===== config.mk =====
export PLATFORM = sky130hd
export DESIGN_NAME = clock_timekeeper
export DESIGN_NICKNAME = d
export VERILOG_FILES = /design/src/rtl/clock_timekeeper.sv
export SDC_FILE = /design/constraint.sdc
export NUM_CORES = 1
export LEC_CHECK = 0
export CAP_MARGIN = 0
export CORE_MARGIN = 10
export CORE_UTILIZATION = 40
export CTS_CLUSTER_SIZE = 25
export DETAILED_ROUTE_END_ITERATION = 12
export PLACE_DENSITY_LB_ADDON = 0.08
export SLEW_MARGIN = 20
export SYNTH_ARGS = -nofsm -noshare
export SYNTH_HDL_FRONTEND = slang
export SYNTH_SLANG_ARGS = --single-unit

===== constraint.sdc =====
create_clock -name i_clk -period 3.45 [get_ports i_clk]
set_input_delay 0.69 -clock i_clk [delete_from_list [all_inputs] [get_ports i_clk]]
set_output_delay 0.69 -clock i_clk [all_outputs]
set_load 0.005 [all_outputs]

===== src/rtl/clock_timekeeper.sv =====
// clock_timekeeper: time-of-day core of the 7-segment clock.
// Synchronises the 32.768 kHz reference, derives the 1 Hz, set and debounce
// strobes, conditions the three setting buttons and keeps hours, minutes and
// seconds in binary. Define CLOCK_BUTTON_DEBOUNCE_EN to filter the buttons;
// without it the buttons are only two-flop synchronised.
module clock_timekeeper #(
    parameter int unsigned REFCLK_BITS      = 15,
    parameter int unsigned DEBOUNCE_SAMPLES = 3
) (
    input  logic       i_clk,
    input  logic       i_reset,
    input  logic       i_refclk,
    input  logic       i_fast_set,
    input  logic       i_set_hours,
    input  logic       i_set_minutes,
    output logic [4:0] o_hours,
    output logic [5:0] o_minutes,
    output logic [5:0] o_seconds,
    output logic       o_1hz_stb
);

    localparam int unsigned BtnFast    = 0;
    localparam int unsigned BtnHours   = 1;
    localparam int unsigned BtnMinutes = 2;
    localparam logic [REFCLK_BITS-1:0] CntOne = 1;

    if (REFCLK_BITS < 9) begin : gen_bad_refclk_bits
        $error("clock_timekeeper: REFCLK_BITS must be at least 9");
    end
    if (DEBOUNCE_SAMPLES < 2 || DEBOUNCE_SAMPLES > 8) begin : gen_bad_debounce_samples
        $error("clock_timekeeper: DEBOUNCE_SAMPLES must be in 2..8");
    end

    logic [1:0]             ref_sync_q;
    logic                   ref_prev_q;
    logic                   ref_edge_q;
    logic [REFCLK_BITS-1:0] cnt_q;
    logic                   stb_1hz_q;
    logic                   stb_slow_q;
    logic                   stb_fast_q;
    logic [2:0]             btn_meta_q;
    logic [2:0]             btn_sync_q;
    logic [2:0]             btn;
    logic                   set_stb;
    logic [4:0]             hours_q, hours_d;
    logic [5:0]             minutes_q, minutes_d;
    logic [5:0]             seconds_q, seconds_d;
    logic                   out_stb_q;

    // Two-flop synchroniser on the reference clock plus a registered rising-edge detect.
    always_ff @(posedge i_clk) begin
        if (i_reset) begin
            ref_sync_q <= '0;
            ref_prev_q <= 1'b0;
            ref_edge_q <= 1'b0;
        end else begin
            ref_sync_q <= {ref_sync_q[0], i_refclk};
            ref_prev_q <= ref_sync_q[1];
            ref_edge_q <= ref_sync_q[1] & ~ref_prev_q;
        end
    end

    // Count reference edges; a strobe fires when its low bits of the count wrap to zero.
    always_ff @(posedge i_clk) begin
        if (i_reset) begin
            cnt_q      <= '0;
            stb_1hz_q  <= 1'b0;
            stb_slow_q <= 1'b0;
            stb_fast_q <= 1'b0;
        end else begin
            if (ref_edge_q) begin
                cnt_q <= cnt_q + CntOne;
            end
            stb_1hz_q  <= ref_edge_q & (&cnt_q);
            stb_slow_q <= ref_edge_q & (&cnt_q[REFCLK_BITS-2:0]);
            stb_fast_q <= ref_edge_q & (&cnt_q[REFCLK_BITS-4:0]);
        end
    end

    // Two-flop synchronisers for the raw buttons.
    always_ff @(posedge i_clk) begin
        if (i_reset) begin
            btn_meta_q <= '0;
            btn_sync_q <= '0;
        end else begin
            btn_meta_q <= {i_set_minutes, i_set_hours, i_fast_set};
            btn_sync_q <= btn_meta_q;
        end
    end

`ifdef CLOCK_BUTTON_DEBOUNCE_EN
    logic                                 stb_deb_q;
    logic [2:0][DEBOUNCE_SAMPLES-1:0]     hist_q, hist_d;
    logic [2:0]                           btn_db_q, btn_db_d;

    // 256 Hz sampling strobe for the debouncer.
    always_ff @(posedge i_clk) begin
        if (i_reset) begin
            stb_deb_q <= 1'b0;
        end else begin
            stb_deb_q <= ref_edge_q & (&cnt_q[REFCLK_BITS-9:0]);
        end
    end

    // Shift each level into its history; accept a new level only once the history is unanimous.
    always_comb begin
        hist_d   = hist_q;
        btn_db_d = btn_db_q;
        if (stb_deb_q) begin
            for (int b = 0; b < 3; b++) begin
                hist_d[b] = {hist_q[b][DEBOUNCE_SAMPLES-2:0], btn_sync_q[b]};
                if (&hist_d[b]) begin
                    btn_db_d[b] = 1'b1;
                end else if (~|hist_d[b]) begin
                    btn_db_d[b] = 1'b0;
                end
            end
        end
    end

    // Debounce history and accepted levels.
    always_ff @(posedge i_clk) begin
        if (i_reset) begin
            hist_q   <= '0;
            btn_db_q <= '0;
        end else begin
            hist_q   <= hist_d;
            btn_db_q <= btn_db_d;
        end
    end

    assign btn = btn_db_q;
`else
    assign btn = btn_sync_q;
`endif

    // Fast-set level registered before this cycle picks the set rate.
    assign set_stb = btn[BtnFast] ? stb_fast_q : stb_slow_q;

    // Next time of day: set modes take priority and mask the 1 Hz strobe.
    always_comb begin
        hours_d   = hours_q;
        minutes_d = minutes_q;
        seconds_d = seconds_q;
        if (btn[BtnHours] && btn[BtnMinutes]) begin
            seconds_d = '0;
        end else if (btn[BtnHours]) begin
            if (set_stb) begin
                hours_d = (hours_q == 5'd23) ? 5'd0 : hours_q + 5'd1;
            end
        end else if (btn[BtnMinutes]) begin
            if (set_stb) begin
                minutes_d = (minutes_q == 6'd59) ? 6'd0 : minutes_q + 6'd1;
            end
        end else if (stb_1hz_q) begin
            if (seconds_q == 6'd59) begin
                seconds_d = '0;
                if (minutes_q == 6'd59) begin
                    minutes_d = '0;
                    hours_d   = (hours_q == 5'd23) ? 5'd0 : hours_q + 5'd1;
                end else begin
                    minutes_d = minutes_q + 6'd1;
                end
            end else begin
                seconds_d = seconds_q + 6'd1;
            end
        end
    end

    // Time registers; the output strobe lines up with the incremented time.
    always_ff @(posedge i_clk) begin
        if (i_reset) begin
            hours_q   <= '0;
            minutes_q <= '0;
            seconds_q <= '0;
            out_stb_q <= 1'b0;
        end else begin
            hours_q   <= hours_d;
            minutes_q <= minutes_d;
            seconds_q <= seconds_d;
            out_stb_q <= stb_1hz_q;
        end
    end

    assign o_hours   = hours_q;
    assign o_minutes = minutes_q;
    assign o_seconds = seconds_q;
    assign o_1hz_stb = out_stb_q;

endmodule


==> impl_metrics.json, run 1 <==
{
  "status": "finished, final reports clean",
  "vias": 1451,
  "routed_wirelength_um": 3681,
  "area_delta_synth_final_pct": 19.46,
  "min_path_type": "flop to flop",
  "start_kind": "input port",
  "place_ws_ps": 1080,
  "clkSinkCount": 46,
  "drive_gt1_share_pct": 9.333,
  "antennaDiodeCount": 0,
  "place.gp.congestion": 0.8000,
  "critPathMaxStageDelay_ps": 910,
  "fin_crit_ps": 2058,
  "ff_count": 46,
  "drt_iter0_drc": 51,
  "logic_family": "simple AND/OR/NAND/NOR gates",
  "cts-resized-gates": 0,
  "nonClkBufAreaFrac_pct": 10.05,
  "die_w_um": 90.37,
  "drtAntennaViolNets": 0,
  "criticalPathCategory": "input port to flop",
  "finalClockPeriodUsage_pct": 59.65,
  "tool_warnings": 26,
  "synth-compound-area-share_pct": 11.62,
  "synth-edff-count": 0,
  "place_area_um2": 2276,
  "p_leak_nw": 0.8747,
  "yosysTopAreaCell": "dfxtp_1",
  "coreArea_um2": 4755,
  "fp_util_pct": 41.66,
  "power_uw": 882.4,
  "taps": 67,
  "drv_cap": 0,
  "synthXorXnorAreaFrac_pct": 7.075,
  "post-dp-hpwl_um": 2704,
  "worstPathCellList": "clkdlybuf4s50_1 -> buf_4 -> nor3_1 -> and2_1",
  "cts_hold_buf": 0,
  "ys_ff": 46,
  "worstMarginPinSlew_ps": 683.1,
  "yosysUniqueCellTypes": 53,
  "io_buffers": 23
}
==> run 1: layout by cell type (no fill, tap or decap), drive strengths merged, types with 2 or more instances in the layout <==
cell type,n
xnor2,4
nor2b,14
mux2,3
nand4,5
and2,3
or3,3
o31ai,2
a21oi,12
nor3b,3
nand3,8
and4,3
clkinv,2
nand2b,2
clkdlybuf4s50,23
a211oi,2
nand3b,2
dfxtp,46
and3,5
ha,4
xor2,12
nand2,10
o21ai,6
clkbuf,5
nor2,21
mux2i,4
==> run 1: registers in the layout, indices dropped and copies added, names as in the netlist, 2 cells and up <==
register	cells
cnt_q	15
o_minutes	6
o_seconds	6
o_hours	5
btn	3
btn_meta_q	3
ref_sync_q	2
==> run 1: synthesized netlist by cell type (3+ instances only) <==
| library cell | count |
|---|---|
| and3_1 | 4 |
| xor2_1 | 12 |
| dfxtp_1 | 46 |
| a21oi_1 | 12 |
| clkbuf_1 | 4 |
| nand3_1 | 8 |
| o21ai_1 | 4 |
| mux2i_1 | 4 |
| nand2_1 | 10 |
| ha_1 | 4 |
| and2_1 | 3 |
| or3_1 | 3 |
| xnor2_1 | 4 |
| nor2_1 | 21 |
| nor2b_1 | 13 |
==> run 1: report_power, final <==
group	switching, mW	internal [mW]
Clock	0.178	0.142
Sequential	0.00464	0.536
Combinational	0.0110	0.0110
Total	0.193	0.689
==> run 1: worst paths after layout <==
kind              slack, ps          from          to  depth (start not counted)
hold / removal          400    ref_prev_q  ref_edge_q                          1
setup / recovery       1390       i_reset   stb_1hz_q                          4
hold reg to reg         400    ref_prev_q  ref_edge_q                          1
setup reg to reg       1620  o_minutes[0]  o_hours[2]                          5
==> run 1: layer usage <==
metal	share of wire (%)	wire length, um	vias to the layer above
li1	-	-	753
met1	49	1813	672
met2	45	1650	22
met3	4.9	181	4
met4	0.98	36	0
met5	0	0	-
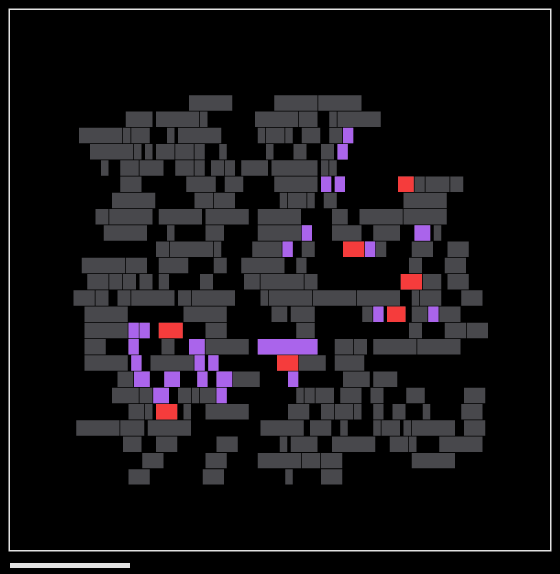
(run_1/gates.png)
Scale bar: 20 um.
Key: aoi and oai cells = purple [cells 25]; non-inverting ao/oa cells = red [cells 7]

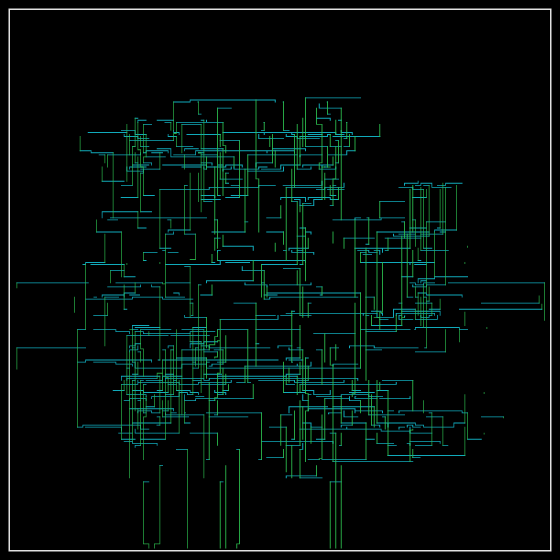
(run_1/layers.png)
Only two layers are drawn.
Key: M2 = green [wire length 1,650 um]; M1 = cyan [wire length 1,810 um]

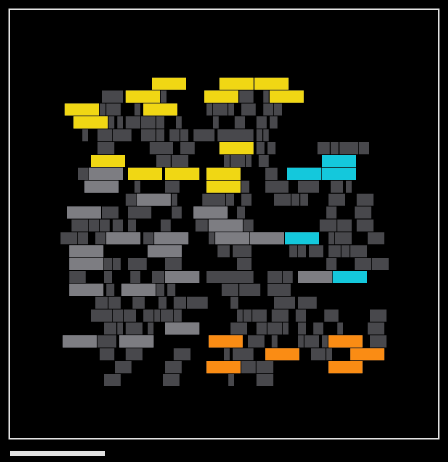
(run_1/ff_map.png)
Scale bar: 20 um. Other sequential cells in the stronger gray, the rest of the logic in the fainter gray.
Key: o_seconds = orange [flops 6]; cnt_q = yellow [flops 15]; o_hours = cyan [flops 5]
Another 20 sequential cells are not colored.

## Run 2: what changed since run 1
Clock period 3.45 ns to 1.7 ns, I/O delays scaled along.
==> impl_metrics.json, run 2 <==
{
  "status": "finished, final reports clean",
  "routed_wirelength_um": 3912,
  "min_path_type": "flop to flop",
  "reg2reg_slack_ps": 100,
  "switching_share_pct": 19.53,
  "nonClkBufAreaFrac_pct": 12.58,
  "synthTopCellsByCount": "dfxtp_1 (46), nor2_1 (21), nor2b_1 (13), a21oi_1 (12), xor2_1 (12)",
  "start_kind": "flop",
  "lay_top_count": "dfxtp_1",
  "reg2reg_depth": 6,
  "vias": 1512,
  "taps": 67,
  "power.switching_uw": 384.2,
  "pwr-share-clk_pct": 41.8,
  "fin_crit_ps": 1623,
  "p_leak_nw": 0.9382,
  "ff_count": 46,
  "hold_depth": 1,
  "area_delta_synth_final_pct": 25.52,
  "drive_gt1_share_pct": 15.38
}
run 2: power groups by stage:
stage / Combinational (mW) / Sequential [mW] / Clock, mW
4_1_cts: 0.0512 / 1.09 / 0.848
6_report: 0.0510 / 1.09 / 0.822
3_3_place_gp: 0.0489 / 1.12 / 0
3_5_place_dp: 0.0509 / 1.12 / 0
5_1_grt: 0.0570 / 1.10 / 0.892
2_1_floorplan: 0.0284 / 1.12 / 0
run 2: timing repair:
item,4_1_cts,5_1_grt
setup endpoints to repair,1,7
pin swaps,0,1
setup buffers,0,1
gates resized,1,6
cloned,0,0
hold buffers,0,0
endpoints found under the hold margin,0,0
run 2: stage by stage:
stage                     std cells  hold WS [ps]  total power [mW]  setup TNS (ps)
after floorplan                 199         367.4             1.147               0
after global placement          293         375.9             1.169               0
after detailed placement        293         377.8             1.171          -7.228
after CTS                       300         395.8             1.994               0
after global routing            301         409.9             2.046               0
final                           301         392.5             1.967               0
run 2: path summary, 6_finish.rpt:
kind	startpoint	endpoint
max reg2reg	o_seconds[1]	o_minutes[4]
min reg2reg	ref_prev_q	ref_edge_q
min	ref_prev_q	ref_edge_q
max	o_seconds[0]	o_seconds[0]
run 2: kinds of logic after synthesis:
kind of cell               synth area share, %
buffers and inverters                    1.516
and+or+nand+nor                          27.04
xor gates and xnor gates                 7.075
adders and majority gates                2.527
DFF                                      46.49
AOI/OAI and AO/OA                        11.62
muxes                                    3.727
run 2: routing by layer:
metal	track usage (%)	vias up	share of wire [%]
li1	-	772	-
met1	12.14	707	50
met2	14.23	28	44
met3	3.658	5	4.8
met4	3.183	0	1.3
met5	0	-	0
run 2: worst max-delay path, stage by stage, from the launching register on:
cell and delay, ps:
dfxtp_2 360, buf_4 130, clkdlybuf4s50_1 490
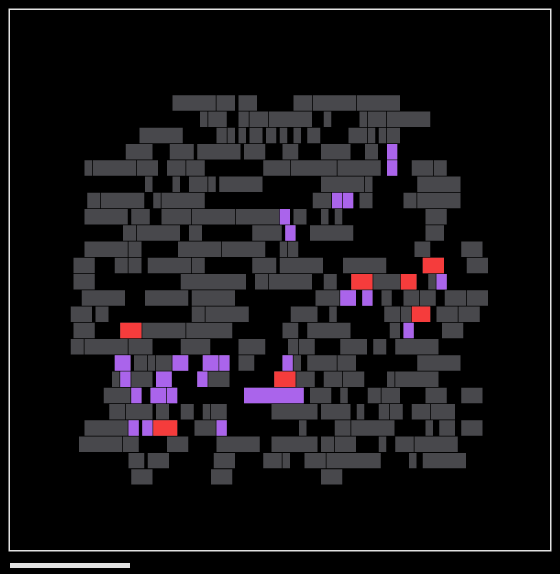
(run_2/gates.png)
Scale bar: 20 um.
Key: non-inverting ao/oa cells = red [cells 7]; aoi and oai cells = purple [cells 25]

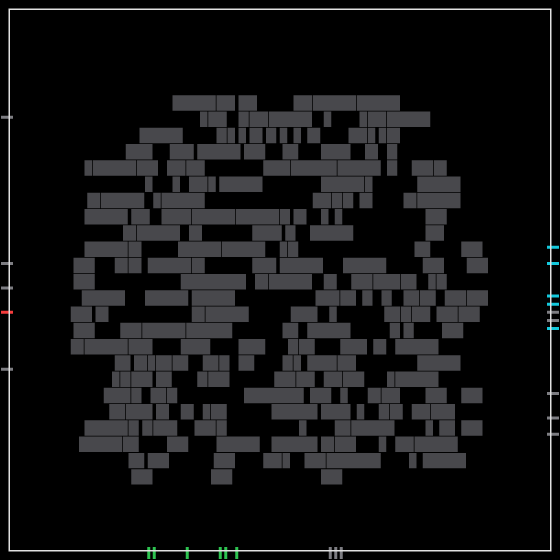
(run_2/pinout.png)
Pins as bars across the die edge, other pins in gray.
Key: o_minutes = green [pins 6, direction output, edge bottom]; o_hours = cyan [pins 5, direction output, edge right]; i_refclk = red [pins 1, direction input, edge left]
All pins by edge: 10 right, 9 bottom, 5 left.
IO Port Bufs: 23
die width: 90.37 um
Die Ht: 90.37 um

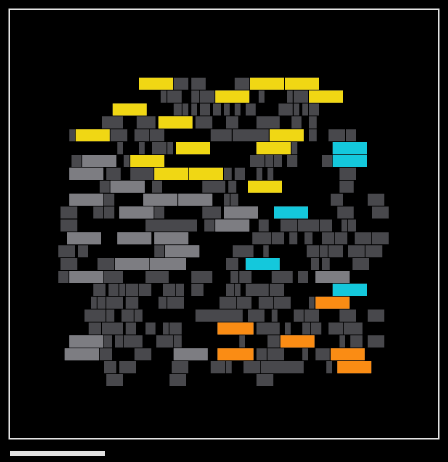
(run_2/ff_map.png)
Scale bar: 20 um. Other sequential cells in the stronger gray, the rest of the logic in the fainter gray.
sequential power: 1.09 mW
final core utilization: 52.29%
register area: 924.6 um^2
Seq/total area: 37.19%

No activity file was given, so power comes from the tool's default toggle rates.
